## src/rtl/fetch_unit.sv

```systemverilog
// Fetch stage: issues imem reads from a PC, buffers returned words in a
// 2-entry FIFO, and hands them to decode over valid/ready with redirect flush.
module fetch_unit #(
  parameter int unsigned                ADDR_WIDTH = 8,
  parameter int unsigned                INSN_WIDTH = 15,
  parameter logic [ADDR_WIDTH-1:0]      RESET_PC   = '0
) (
  input  logic                  clock,
  input  logic                  reset,
  output logic [ADDR_WIDTH-1:0] address_imem,
  input  logic [INSN_WIDTH-1:0] q_imem,
  output logic [INSN_WIDTH-1:0] insn_out,
  output logic [ADDR_WIDTH-1:0] insn_pc,
  output logic                  insn_valid,
  input  logic                  insn_ready,
  input  logic                  redirect_valid,
  input  logic [ADDR_WIDTH-1:0] redirect_target
);

  logic [ADDR_WIDTH-1:0] pc_q, pc_d;
  logic                  inflight_q, inflight_d;
  logic [ADDR_WIDTH-1:0] inflight_pc_q, inflight_pc_d;
  logic [INSN_WIDTH-1:0] mem_insn_q [2];
  logic [INSN_WIDTH-1:0] mem_insn_d [2];
  logic [ADDR_WIDTH-1:0] mem_pc_q [2];
  logic [ADDR_WIDTH-1:0] mem_pc_d [2];
  logic                  head_q, head_d;
  logic                  tail_q, tail_d;
  logic [1:0]            count_q, count_d;

  logic                  deq_s;
  logic                  push_s;
  logic                  issue_s;
  logic [2:0]            occupancy_s;

  assign address_imem = pc_q;
  assign insn_valid   = (count_q != 2'd0);
  assign insn_out     = mem_insn_q[head_q];
  assign insn_pc      = mem_pc_q[head_q];

  // Next-state: redirect flushes everything; otherwise issue/capture/dequeue.
  always_comb begin
    pc_d          = pc_q;
    inflight_d    = 1'b0;
    inflight_pc_d = inflight_pc_q;
    mem_insn_d    = mem_insn_q;
    mem_pc_d      = mem_pc_q;
    head_d        = head_q;
    tail_d        = tail_q;
    count_d       = count_q;

    deq_s       = insn_valid & insn_ready;
    // Slots are reserved for the word already in flight so a capture never overflows.
    occupancy_s = {1'b0, count_q} - {2'b00, deq_s} + {2'b00, inflight_q};
    issue_s     = !redirect_valid && (occupancy_s < 3'd2);
    push_s      = inflight_q & !redirect_valid;

    if (redirect_valid) begin
      pc_d       = redirect_target;
      inflight_d = 1'b0;
      head_d     = 1'b0;
      tail_d     = 1'b0;
      count_d    = 2'd0;
    end else begin
      if (issue_s) begin
        inflight_d    = 1'b1;
        inflight_pc_d = pc_q;
        pc_d          = pc_q + ADDR_WIDTH'(1);
      end else begin
        inflight_d = 1'b0;
      end
      if (push_s) begin
        mem_insn_d[tail_q] = q_imem;
        mem_pc_d[tail_q]   = inflight_pc_q;
        tail_d             = ~tail_q;
      end else begin
        tail_d = tail_q;
      end
      if (deq_s) begin
        head_d = ~head_q;
      end else begin
        head_d = head_q;
      end
      count_d = count_q + {1'b0, push_s} - {1'b0, deq_s};
    end
  end

  // State registers with asynchronous reset.
  always_ff @(posedge clock or posedge reset) begin
    if (reset) begin
      pc_q          <= RESET_PC;
      inflight_q    <= 1'b0;
      inflight_pc_q <= '0;
      mem_insn_q[0] <= '0;
      mem_insn_q[1] <= '0;
      mem_pc_q[0]   <= '0;
      mem_pc_q[1]   <= '0;
      head_q        <= 1'b0;
      tail_q        <= 1'b0;
      count_q       <= 2'd0;
    end else begin
      pc_q          <= pc_d;
      inflight_q    <= inflight_d;
      inflight_pc_q <= inflight_pc_d;
      mem_insn_q    <= mem_insn_d;
      mem_pc_q      <= mem_pc_d;
      head_q        <= head_d;
      tail_q        <= tail_d;
      count_q       <= count_d;
    end
  end

endmodule

```

## config.mk

```make
export PLATFORM = sky130hd
export DESIGN_NAME = fetch_unit
export DESIGN_NICKNAME = d
export VERILOG_FILES = /design/src/rtl/fetch_unit.sv
export SDC_FILE = /design/constraint.sdc
export NUM_CORES = 1
export LEC_CHECK = 0
export CAP_MARGIN = 20
export CORE_MARGIN = 4
export CORE_UTILIZATION = 52
export CTS_CLUSTER_DIAMETER = 120
export CTS_CLUSTER_SIZE = 16
export DETAILED_ROUTE_END_ITERATION = 6
export PLACE_DENSITY = 0.87
export SLEW_MARGIN = 20
export SYNTH_ARGS = -nofsm -noshare
export SYNTH_HDL_FRONTEND = slang
export SYNTH_SLANG_ARGS = --single-unit
```

## constraint.sdc

```tcl
create_clock -name clock -period 2.54 [get_ports clock]
set_clock_uncertainty 0.1 [all_clocks]
set_input_delay 0.508 -clock clock [delete_from_list [all_inputs] [get_ports clock]]
set_output_delay 0.508 -clock clock [all_outputs]
set_load 0.01 [all_outputs]
```

Cell classes on the final placement:
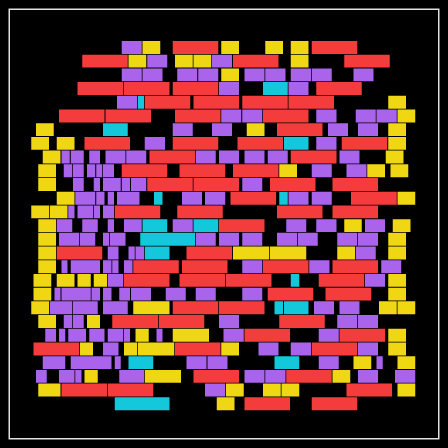
Key: yellow = remaining buffers and delay cells [cells 71, share of their area 19%]; red = registers [cells 67, share of their area 42%]; cyan = clock drivers and dummy loads [cells 16, share of their area 5.2%]; purple = remaining logic cells [cells 142, share of their area 34%]

I/O nets highlighted:
Scale bar: 20 um.
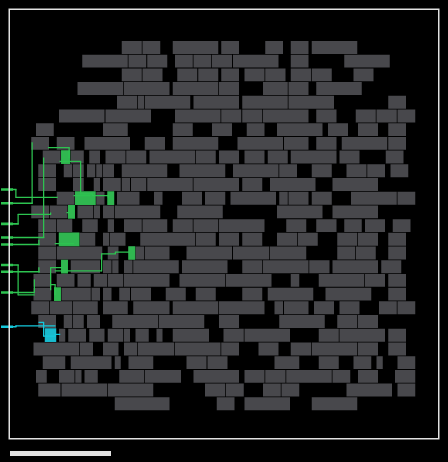
Key: green = redirect_target [direction input, edge left, end cells 8, buffers 8, wire 146 um]; cyan = insn_valid [direction output, edge left, end cells 1, buffers 1, wire 15.9 um]

==> impl_metrics.tcl <==
# metrics dict for downstream scripts
set metrics [dict create \
    cts_inserted_buffers 9 \
    ys.flops 67 \
    drive_above_1_share 0.399 \
    top_area_cell "dfrtp_1" \
    clock_sinks 67 \
    grt_max_degree 29 \
    drtPass1Iterations 4 \
    io_buffers 58 \
    postCtsResizedCells 2 \
    r2r-start "count_q[0]" \
    p_sw_frac 0.307 \
    clk_path_buf_depth 2 \
    grt_antenna_before_repair 0 \
    worstSetupPathType "reg2out" \
    outcome "finished, final reports clean" \
    antenna_left 0 \
    yosysChipArea_um2 3080 \
    min-delay-start "mem_insn_q[20]" \
    irDropWorstVdd_mv 0.700 \
    synth.most_common_cell "mux2_2" \
    instances_no_fill 368 \
]
-- final cells by class --
| cell class | instances | area, um2 |
|---|---|---|
| sequential | 67 | 1680 |
| fill | 395 | 1530 |
| multi-input combinational | 139 | 1340 |
| timing repair buffer | 71 | 756 |
| clock buffer | 10 | 128 |
| tap | 72 | 90.1 |
| clock inverter | 6 | 80.1 |
| inverter | 3 | 11.3 |
-- registers in the layout, indices dropped and copies added, names as in the netlist --
register       count
head_q             1
inflight_q         1
count_q            2
mem_pc_q          16
tail_q             1
address_imem       8
inflight_pc_q      8
mem_insn_q        30
-- layer usage --
layer / vias to the layer above / routed length [um]
li1: 909 / -
met1: 989 / 2750
met2: 64 / 3060
met3: 16 / 289
met4: 0 / 152
met5: - / 0
